===== src/rtl/bucket_scan_seq.sv =====
// Sequential bucket search: finds the first bucket above a threshold, scanning LANES
// buckets per cycle in MSB-first or LSB-first order, with valid/ready on both sides.
module bucket_scan_seq #(
    parameter int NUM_BUCKETS = 18,
    parameter int BUCKET_SZ   = 4,
    parameter int INPUT_WIDTH = NUM_BUCKETS * BUCKET_SZ,
    parameter int LANES       = 3,
    parameter int IDX_WIDTH   = 5
) (
    input  logic                   clk,
    input  logic                   reset,
    input  logic                   in_valid,
    output logic                   in_ready,
    input  logic [INPUT_WIDTH-1:0] in_data,
    input  logic                   in_msb_first,
    input  logic [BUCKET_SZ-1:0]   in_thresh,
    output logic                   out_valid,
    input  logic                   out_ready,
    output logic                   out_found,
    output logic [NUM_BUCKETS-1:0] out_onehot,
    output logic [IDX_WIDTH-1:0]   out_index,
    output logic [BUCKET_SZ-1:0]   out_bucket
);

    localparam int NUM_GROUPS = NUM_BUCKETS / LANES;
    localparam int GROUP_W    = (NUM_GROUPS > 1) ? $clog2(NUM_GROUPS) : 1;
    localparam logic [GROUP_W-1:0] LAST_GROUP = GROUP_W'(NUM_GROUPS - 1);

    typedef enum logic [1:0] {
        IDLE,
        SCAN,
        DONE
    } state_t;

    state_t                   r_state;
    logic [GROUP_W-1:0]       r_group;
    logic [INPUT_WIDTH-1:0]   r_data;
    logic                     r_msbFirst;
    logic [BUCKET_SZ-1:0]     r_thresh;
    logic                     r_outValid;
    logic                     r_found;
    logic [NUM_BUCKETS-1:0]   r_onehot;
    logic [IDX_WIDTH-1:0]     r_index;
    logic [BUCKET_SZ-1:0]     r_bucket;

    logic                     w_hit;
    logic [IDX_WIDTH-1:0]     w_hitIdx;
    logic [BUCKET_SZ-1:0]     w_hitVal;

    assign in_ready   = (r_state == IDLE) && !reset;
    assign out_valid  = r_outValid;
    assign out_found  = r_found;
    assign out_onehot = r_onehot;
    assign out_index  = r_index;
    assign out_bucket = r_bucket;

    // Lanes are visited last-to-first so the earliest lane in search order overwrites any later hit.
    always_comb begin
        int                   idx;
        logic [BUCKET_SZ-1:0] val;
        w_hit    = 1'b0;
        w_hitIdx = '0;
        w_hitVal = '0;
        idx      = 0;
        val      = '0;
        for (int l = LANES - 1; l >= 0; l--) begin
            if (r_msbFirst)
                idx = NUM_BUCKETS - 1 - int'(r_group) * LANES - l;
            else
                idx = int'(r_group) * LANES + l;
            val = r_data[idx*BUCKET_SZ +: BUCKET_SZ];
            if (val > r_thresh) begin
                w_hit    = 1'b1;
                w_hitIdx = IDX_WIDTH'(idx);
                w_hitVal = val;
            end
        end
    end

    // Results land on the DONE transition; out_valid rises one cycle later.
    always_ff @(posedge clk) begin
        if (reset) begin
            r_state    <= IDLE;
            r_group    <= '0;
            r_data     <= '0;
            r_msbFirst <= 1'b0;
            r_thresh   <= '0;
            r_outValid <= 1'b0;
            r_found    <= 1'b0;
            r_onehot   <= '0;
            r_index    <= '0;
            r_bucket   <= '0;
        end else begin
            case (r_state)
                IDLE: begin
                    if (in_valid) begin
                        r_data     <= in_data;
                        r_msbFirst <= in_msb_first;
                        r_thresh   <= in_thresh;
                        r_group    <= '0;
                        r_state    <= SCAN;
                    end
                end
                SCAN: begin
                    if (w_hit) begin
                        r_found  <= 1'b1;
                        r_index  <= w_hitIdx;
                        r_onehot <= NUM_BUCKETS'(1) << w_hitIdx;
                        r_bucket <= w_hitVal;
                        r_state  <= DONE;
                    end else if (r_group == LAST_GROUP) begin
                        r_found  <= 1'b0;
                        r_index  <= '0;
                        r_onehot <= '0;
                        r_bucket <= '0;
                        r_state  <= DONE;
                    end else begin
                        r_group <= r_group + GROUP_W'(1);
                    end
                end
                DONE: begin
                    if (!r_outValid) begin
                        r_outValid <= 1'b1;
                    end else if (out_ready) begin
                        r_outValid <= 1'b0;
                        r_state    <= IDLE;
                    end
                end
                default: r_state <= IDLE;
            endcase
        end
    end

endmodule


===== config.mk =====
export PLATFORM = sky130hd
export DESIGN_NAME = bucket_scan_seq
export DESIGN_NICKNAME = d
export VERILOG_FILES = /design/src/rtl/bucket_scan_seq.sv
export SDC_FILE = /design/constraint.sdc
export NUM_CORES = 1
export LEC_CHECK = 0
export ABC_AREA = 1
export CAP_MARGIN = 10
export CORE_AREA = 2 2 129 131
export CTS_CLUSTER_DIAMETER = 100
export DETAILED_ROUTE_END_ITERATION = 12
export DIE_AREA = 0 0 131 133
export GPL_TIMING_DRIVEN = 0
export HOLD_SLACK_MARGIN = 0.02
export PLACE_DENSITY = 0.79
export SKIP_LAST_GASP = 1
export SLEW_MARGIN = 20
export SYNTH_ARGS = -nofsm -noshare
export SYNTH_HDL_FRONTEND = slang
export SYNTH_SLANG_ARGS = --single-unit

===== constraint.sdc =====
create_clock -name clk -period 5.4 [get_ports clk]
set_input_delay 0.81 -clock clk [delete_from_list [all_inputs] [get_ports clk]]
set_output_delay 0.81 -clock clk [all_outputs]
set_load 0.02 [all_outputs]

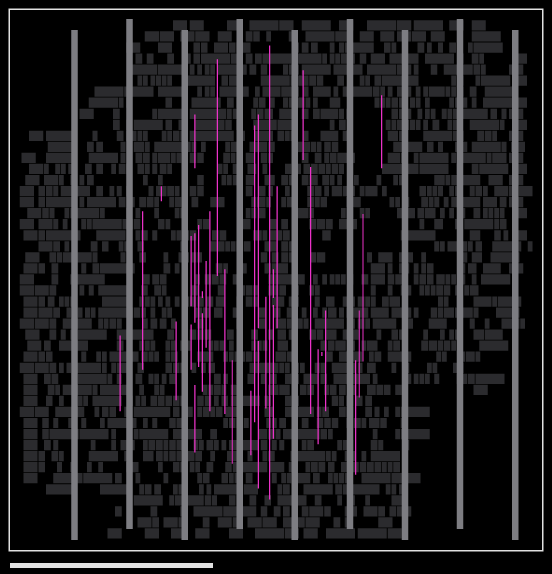
Fig. 1. Met4 routing.
Scale bar: 50 µm. Supply wires on this layer in grey. Cells faint in the background.
The layer holds 4.1% of the routed length. The layer carries 1020 µm of wire. The longest straight run is 112 µm.
Total Wirelength: 24.9 mm
via count: 8155

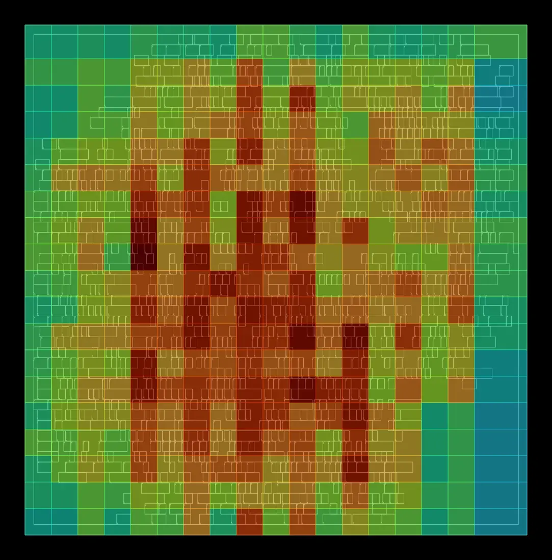
Fig. 2. Track usage over the die.
layer with the highest usage after global routing: met2
fraction of met2 tracks used by global routing: 46.0%

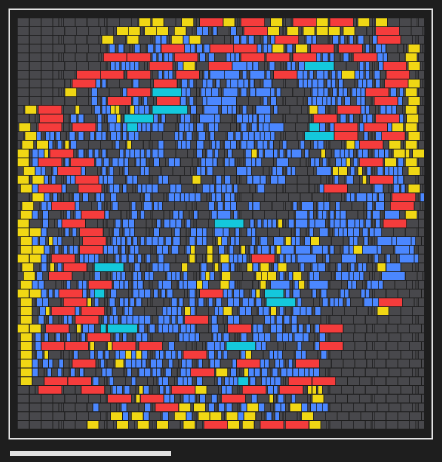
Fig. 3. Cells coloured by class.
Scale bar: 50 µm. Fill, decap, tap and diode cells in grey.
remaining buffers and delay cells: shown in yellow, cells 180, share of their area 17%. remaining logic cells: shown in blue, cells 978, share of their area 54%. sequential cells: shown in red, cells 111, share of their area 26%. clock drivers and dummy loads: shown in cyan, cells 16, share of their area 3.6%.
finished layout cell area: 8850 µm²
Core Util, Final: 54.7%
total number of placement rows: 47

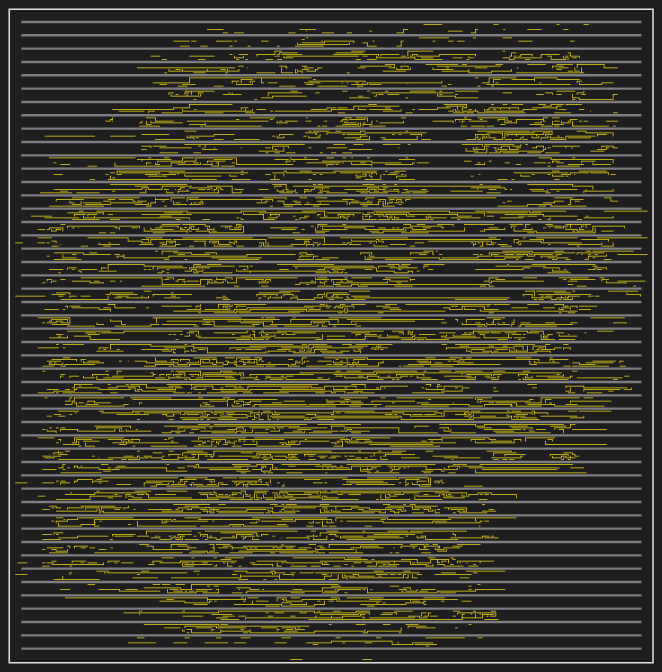
Fig. 4. M1 wires.
Supply wires on this layer in grey.
The layer holds 42% of the routed length. The wires run mostly horizontal. 1268 nets have wire on it. The layer carries 10400 µm of wire. The longest straight run is 42.3 µm.
global-route track usage on met1: 37.3%

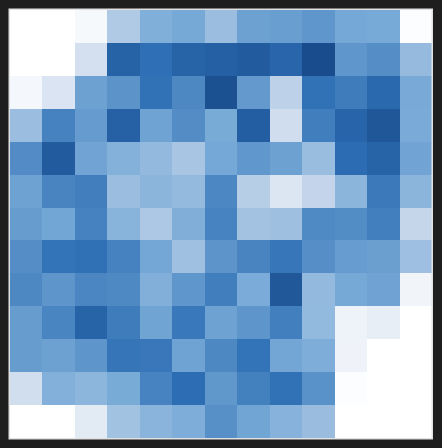
Fig. 5. Placement density heat map.
13 x 13 tiles, from white (low) to dark blue (high), 0 to 100% covered.
11% of the tiles are over 75% full. The mean over all tiles is 49%. The fullest tile reaches 89%.
starting density of the core: 43.8%
core region area: 16200 µm²

==> impl_metrics.json <==
{
  "outcome": "complete, no violations",
  "grt_pass1_wl_mm": 39.3,
  "setup_bufs_post_cts": 0,
  "setup.worst_path.class": "reg2reg",
  "detail-route-antenna-nets": 0,
  "grt_pass1_vias": 7759,
  "htree_num_levels": 3,
  "max-cap-violations": 0,
  "die_width_um": 131,
  "grt.total_usage_pct": 29.0,
  "number_of_register_bits_inferred_by_synthesis": 111,
  "num-clock-buffers": 9,
  "number_of_failing_setup_endpoints_in_the_final_timing_report": 0,
  "crit_path_max_incr_delay_ns": 0.40,
  "synth.top_cells.by_area": "dfxtp_1, nand2_1, nand3_1, a21oi_1, o21ai_0",
  "drt-wirelength-per-cell_um": 16.5,
  "num_antenna_cells": 0,
  "synth.largest_area_cell": "dfxtp_1",
  "tap_cells": 220,
  "design.portCount": 111,
  "launch_point_of_the_worst_reg_to_reg_path": "r_group[1]",
  "post-route-min-period_ns": 4.97,
  "setup.worst_path.start": "r_group[1]",
  "top_cell_excl_fill_tap": "nand2_1",
  "final-nonclk-buf-share_pct": 16.4,
  "worstHoldPathType": "reg2reg",
  "slew-limit-headroom_pct": 37.1,
  "hpwlAfterDp_mm": 19.0,
  "enable_flop_cells": 0,
  "worst_r2r_path_depth": 34,
  "tightestPinTransition_ns": 0.936,
  "comb_multi_in": 888,
  "fmaxAchievable_mhz": 201
}
[routing by layer]
layer	track usage (%)	wire length [µm]	vias to the layer above
li1	-	-	4051
met1	37.3	10400	3605
met2	46.0	11200	420
met3	6.43	2200	79
met4	13.4	1020	0
met5	0	0	-
[registers in the layout (all words and copies together) (netlist names)]
signal and flops:
out_onehot 18, out_found 1, out_index 5, out_valid 1, r_data 72, r_msbFirst 1, r_thresh 4, r_state 2
r_group 3, out_bucket 4
